[src/rtl/uart_tx_fifo.sv]
// uart_tx_fifo: buffered UART transmitter.
// Writes land in a small FIFO, and a frame FSM drains the FIFO onto TXD.
// Back-to-back frames follow each other with no idle gap while data is queued.
module uart_tx_fifo #(
    parameter int CLK_FREQ   = 100000000,
    parameter int BAUD       = 115200,
    parameter int DATA_BITS  = 8,
    parameter int PARITY     = 0,
    parameter int STOP_BITS  = 1,
    parameter int FIFO_DEPTH = 16
) (
    input  logic                 CLK100MHZ,
    input  logic                 reset,
    input  logic                 wr_en,
    input  logic [DATA_BITS-1:0] wr_data,
    output logic                 full,
    output logic                 empty,
    output logic                 busy,
    output logic                 overflow,
    output logic                 TXD
);
    localparam int DIV = CLK_FREQ / BAUD;
    localparam int CW  = $clog2(DIV);
    localparam int AW  = $clog2(FIFO_DEPTH);
    localparam int BW  = $clog2(DATA_BITS + 1);

    typedef enum logic [2:0] {S_IDLE, S_START, S_DATA, S_PAR, S_STOP} state_t;

    // ---------------- FIFO ----------------
    logic [DATA_BITS-1:0] mem_q [FIFO_DEPTH];
    logic [AW-1:0]        wptr_q, rptr_q;
    logic [AW:0]          cnt_q, cnt_d;
    logic                 full_q, empty_q, ovf_q;
    logic                 push, pop;

    // ---------------- Frame FSM ----------------
    state_t               state_q;
    logic [CW-1:0]        baud_q;
    logic [BW-1:0]        bit_q;
    logic [DATA_BITS-1:0] shreg_q;
    logic                 par_q, txd_q, busy_q;
    logic [DATA_BITS-1:0] head;
    logic                 head_par, baud_last, stop_last, line;

    assign head      = mem_q[rptr_q];
    assign head_par  = (PARITY == 1) ? ~^head : ^head;
    assign baud_last = (baud_q == CW'(DIV - 1));
    assign stop_last = (state_q == S_STOP) && baud_last && (bit_q == BW'(STOP_BITS - 1));

    // A write while full is rejected even if a pop happens on the same edge.
    assign push = wr_en && !full_q;
    assign pop  = !empty_q && ((state_q == S_IDLE) || stop_last);

    assign full     = full_q;
    assign empty    = empty_q;
    assign overflow = ovf_q;
    assign busy     = busy_q;
    assign TXD      = txd_q;

    // Next occupancy: simultaneous push and pop leave the count unchanged.
    always_comb begin
        cnt_d = cnt_q;
        case ({push, pop})
            2'b10:   cnt_d = cnt_q + 1'b1;
            2'b01:   cnt_d = cnt_q - 1'b1;
            default: cnt_d = cnt_q;
        endcase
    end

    // Storage array; contents need no reset since count gates every read.
    always_ff @(posedge CLK100MHZ) begin
        if (push) mem_q[wptr_q] <= wr_data;
    end

    // Pointers, count and registered full/empty/overflow flags.
    always_ff @(posedge CLK100MHZ) begin
        if (reset) begin
            wptr_q  <= '0;
            rptr_q  <= '0;
            cnt_q   <= '0;
            full_q  <= 1'b0;
            empty_q <= 1'b1;
            ovf_q   <= 1'b0;
        end else begin
            if (push) wptr_q <= wptr_q + 1'b1;
            if (pop)  rptr_q <= rptr_q + 1'b1;
            cnt_q   <= cnt_d;
            full_q  <= (cnt_d == (AW+1)'(FIFO_DEPTH));
            empty_q <= (cnt_d == '0);
            if (wr_en && full_q) ovf_q <= 1'b1;
        end
    end

    // Line level implied by the current state; registered into TXD.
    always_comb begin
        line = 1'b1;
        case (state_q)
            S_START: line = 1'b0;
            S_DATA:  line = shreg_q[0];
            S_PAR:   line = par_q;
            default: line = 1'b1;
        endcase
    end

    // Frame sequencer: baud counter, bit counter, shift register, TXD and busy.
    always_ff @(posedge CLK100MHZ) begin
        if (reset) begin
            state_q <= S_IDLE;
            baud_q  <= '0;
            bit_q   <= '0;
            shreg_q <= '0;
            par_q   <= 1'b0;
            txd_q   <= 1'b1;
            busy_q  <= 1'b0;
        end else begin
            txd_q  <= line;
            baud_q <= (state_q == S_IDLE || baud_last) ? '0 : baud_q + 1'b1;
            case (state_q)
                S_IDLE: begin
                    if (!empty_q) begin
                        shreg_q <= head;
                        par_q   <= head_par;
                        bit_q   <= '0;
                        busy_q  <= 1'b1;
                        state_q <= S_START;
                    end
                end
                S_START: begin
                    if (baud_last) state_q <= S_DATA;
                end
                S_DATA: begin
                    if (baud_last) begin
                        shreg_q <= shreg_q >> 1;
                        if (bit_q == BW'(DATA_BITS - 1)) begin
                            bit_q   <= '0;
                            state_q <= (PARITY != 0) ? S_PAR : S_STOP;
                        end else begin
                            bit_q <= bit_q + 1'b1;
                        end
                    end
                end
                S_PAR: begin
                    if (baud_last) state_q <= S_STOP;
                end
                S_STOP: begin
                    if (baud_last) begin
                        if (bit_q == BW'(STOP_BITS - 1)) begin
                            bit_q <= '0;
                            if (!empty_q) begin
                                // Chain straight into the next frame.
                                shreg_q <= head;
                                par_q   <= head_par;
                                state_q <= S_START;
                            end else begin
                                busy_q  <= 1'b0;
                                state_q <= S_IDLE;
                            end
                        end else begin
                            bit_q <= bit_q + 1'b1;
                        end
                    end
                end
                default: state_q <= S_IDLE;
            endcase
        end
    end
endmodule

[config.mk]
export PLATFORM = sky130hd
export DESIGN_NAME = uart_tx_fifo
export DESIGN_NICKNAME = d
export VERILOG_FILES = /design/src/rtl/uart_tx_fifo.sv
export SDC_FILE = /design/constraint.sdc
export NUM_CORES = 1
export LEC_CHECK = 0
export ABC_AREA = 1
export CAP_MARGIN = 25
export CORE_MARGIN = 5
export CORE_UTILIZATION = 50
export DETAILED_ROUTE_END_ITERATION = 6
export GPL_ROUTABILITY_DRIVEN = 0
export PLACE_DENSITY = 0.66
export SETUP_SLACK_MARGIN = 0.02
export SLEW_MARGIN = 30
export SYNTH_ARGS = -nofsm -noshare
export SYNTH_HDL_FRONTEND = slang
export SYNTH_SLANG_ARGS = --single-unit
[constraint.sdc]
create_clock -name CLK100MHZ -period 4.86 [get_ports CLK100MHZ]
set_clock_uncertainty 0.15 [all_clocks]
set_input_delay 0.972 -clock CLK100MHZ [delete_from_list [all_inputs] [get_ports CLK100MHZ]]
set_output_delay 0.972 -clock CLK100MHZ [all_outputs]
set_load 0.005 [all_outputs]
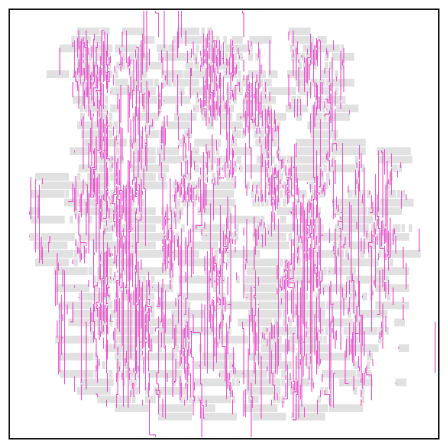
Fig. 1. Signal wires on met2.
longest straight run: 49.3 um
nets with wire on the layer: 657
wire length on this layer: 8100 um
share of all routed wire: 49%
main direction: vertical
via count: 5571
global routing met2 resource utilization: 31.58%
sum of routed wire length over all layers: 16.46 mm

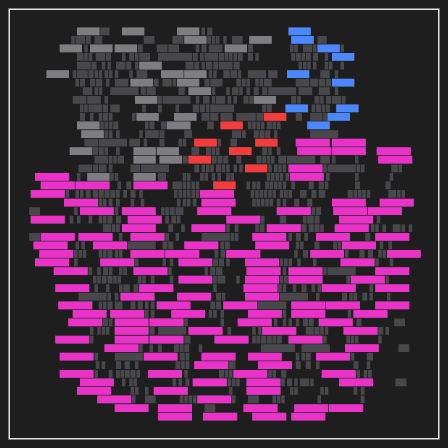
Fig. 2. Register map, names as in the netlist.
| color | signal | flops |
|---|---|---|
| magenta | mem_q | 128 |
| red | shreg_q | 8 |
| blue | baud_q | 10 |
not colored: 30

==> cell usage in the layout, fill, tap and decap left out, types with 7 or more instances in the layout <==
master,synthesis,layout
a21oi_1,34,34
clkbuf_16,0,17
clkdlybuf4s50_1,0,15
dfxtp_1,48,47
edfxtp_1,128,128
ha_1,12,12
inv_1,73,73
inv_2,10,10
nand2_1,254,254
nand2_2,11,11
nand3_1,77,77
nor2_1,80,78
nor3_1,10,10
o21ai_0,7,7
o21ai_1,10,10
==> state kept, by name, summed over array words and instances (netlist names), named ones only <==
name and cells:
busy 1, cnt_q 5, TXD 1, overflow 1, wptr_q 4, bit_q 4, empty 1, shreg_q 8
par_q 1, state_q 3, full 1, mem_q 128, baud_q 10, rptr_q 4
==> run notes <==
The count of cells along the worst hold path was 1; the count of distinct cell types in the synthesized netlist was 43. With the fraction of layout instances using a drive strength above 1 at 8.548%, the share of cell area taken by muxes after synthesis is 0.1262%. The setup slack on the worst flop-to-flop path is 1.18 ns.

The combinational power share is 30.6%, and the synthesized cell area is 7933 sq um. The layer with the highest usage is met2. The main area contributors are edfxtp_1 48%, dfxtp_1 12%, nand2_1 12%.

Full die area: 18480 sq um. For this floorplan the total number of well-tap instances is 216. The global routing report lists met3 layer usage as 3.812%. Number of logic gates: 544. Per the post-place timing report, worst setup slack is 0.8096 ns. For the power in the clock group, the log shows 1320 uW. Looking at the reg2reg group, the worst path starts from baud_q[0]. The total of plain and repair buffers excluding clock buffers was 19.

Each instance of the synthesized netlist takes up on average 9.500 sq um. STA classifies the critical path endpoint as a flip-flop. The critical path's slowest cell is dfxtp_1. The leading cell category by total area was flip-flops and latches. Grouping non-sequential cells by family puts the most area in simple AND/OR/NAND/NOR gates. The number of routed nets with antenna violations came out at 0. CTS built an H-tree with a depth of 4.

The global route stage reports its total congestion overflow as 0. The OpenROAD report gives the critical path a required time of 5.07 ns. The placement stage leaves a total instance area of 8159 sq um.

Endpoints failing hold in the final report were tallied at 0. In this run, the number of DRC markers left after iteration 0 of detailed routing was 385. The deepest clock path buffer count was 2. The flow measured a signed area growth from synthesis to layout of 10.14%.

The net switching power in the latest report is 1569 uW. The cell accounting for the most synthesized area was edfxtp_1. According to the Yosys statistics, the synthesized design has a chip area of 7933 sq um. The number of antenna diodes in the final layout is 0. The number of warnings in the stage logs came out at 31.

The sum of met3 wire segment lengths after detailed routing is 886 um. Sequential cells make up 55.01% of the cell area. For the net count of the mapped netlist, the log shows 858. Per the Yosys statistics, synthesis produced 835 cells. Among all flip-flop cells after synthesis, the most frequent one is edfxtp_1. The die is 136.0 um tall.

Once synthesis finished, the tally of register bits stood at 176. The clock edge transition at the registers on the reported setup and hold paths was 0.06 ns; the number of buffers added on ports was 15. The run gives 176 as the number of clock sinks seen by CTS. STA classifies the critical path startpoint as a flip-flop. Overall routing resource usage recorded by global route was 19.26%.

Of the total power, the clock network draws 29.3%. After detailed routing, the met2 layer carries 8.103 mm of wire. The tools report the number of core rows as 46. The flow ran to the end, and the final reports show no timing, DRC or antenna violations. The timing report gives the biggest stage delay along the critical path as 0.35 ns.

The die span in x is 136.0 um. Per the detail_route report, DRC violations left total 0. The wire length per cell after detailed routing was 15.38 um. In the routed layout, each cell is associated on average with a via count of 5.207. Main power-consuming group: sequential cells. After Yosys synthesis, full adders, half adders and majority gates account for 1.893% of the synthesized area. Non-clock inverters in the final layout number 83.

Summed over all nets, the half-perimeter wirelength after detailed placement is 10.76 mm. Most frequent cell after synthesis: nand2_1. For this design the ratio of total power to cell area is 516.3 nW/um^2.

Traced cell by cell, the critical path runs through ha_1 -> inv_1 -> nor2_1 -> nand4_2 -> a21oi_4 -> nand3_4 -> nand2_4 -> nand2_2 -> inv_2 -> ha_1 -> xor2_1 -> ha_1 -> or2_2 -> nand2_1 -> nand2_1 -> a21oi_1 -> nor2_1 -> nor2_1 -> nand2_1 -> xor2_1 -> nor2_1 -> a21oi_1. With the wire length of the first global-routing pass at 27.35 mm, the post-CTS setup buffer count is 0. Across all setup checks in the final design, the least slack found is 1.182 ns.

Clock tree root buffer cell: clkbuf_16. Once layout is done, the placed cells without fillers occupy 8737 sq um. The floorplan step records an initial core utilization of 50.49%.

Sequential cells were found to cover 60.57% of the synthesized design area. The tools report the number of I/O pins as 16. The number of sequential cells in the layout is 176, and the count of library flops with an enable pin is 128.

The core region area was 15710 sq um; the worst-margin pin slew was 0.9695 ns. Multi-input gates account for 29.72% of the area. The hold path startpoint was baud_q[0]. The tools report the met1 capacity usage during global routing as 24.80%. Of all flip-flops after synthesis, the portion carrying an async set or reset was 0%. The run gives 0 as the number of max-capacitance violations reported.

The highest routed metal layer was met4. The tools report the fraction of power consumed by sequential logic as 40.1%. The via count of the first global-routing pass was 5614; the count of cells along the worst register-to-register path was 22. Setup total negative slack: 0 ns. Power attributed to combinational cells is 1380 uW. The internal portion of the total power is 2941 uW.

The logs give 0 for the quantity of hold-fixing buffers added after cts and 864 for the count of nets after finishing. For the synthesized instance count, the log shows 835. The path class of the tightest hold or removal check is flip-flop to flip-flop. Hold timing on the final database bottoms out at a slack of 0.3032 ns. The run gives 55.61% for the utilization after layout.

The count of placed standard cells including taps is 1038, and the insertion delay at the late pin of the worst-skew pair is 0.43 ns. According to the report, the first pass of detailed routing completed in 5 iterations. During synthesis, Yosys emitted a total of 0 warnings. Headroom to the max-slew limit came out at 35.13%. Destination of the worst hold path: baud_q[0]. With the post-cts sizing count at 0, the power attributed to sequential cells is 1810 uW. TritonCTS built the clock tree. In the final layout, the multi-input gates occupy 2596 sq um.

Initial antenna violation count: 0. In this run, CTS created clock tree buffers numbering 17. By count the netlist is led by 254 x nand2_1, 128 x edfxtp_1, 80 x nor2_1. For the leakage power, the log shows 0.003515 uW. In this build the clock could be raised as far as 271.9 MHz.

The layout report lists the non-clock buffer share of cell area as 2.062%. Per the synthesis report, the simple-gate share of the synthesized area is 24.10%. The cell that appears most often on the critical path is nor2_1.

Looking at the VDD voltage map, the peak drop is 0.0002679 V. Entering global routing, the biggest net connects 72 pins. Once layout is complete, the cells apart from fillers number 1070. Per STA, the worst path accumulates the most delay in the family simple AND/OR/NAND/NOR gates. The most critical setup path has its startpoint at baud_q[0]. The area share of xor/xnor cells in the synthesized design was 1.215%.
Power is estimated from default activity; no workload was simulated.
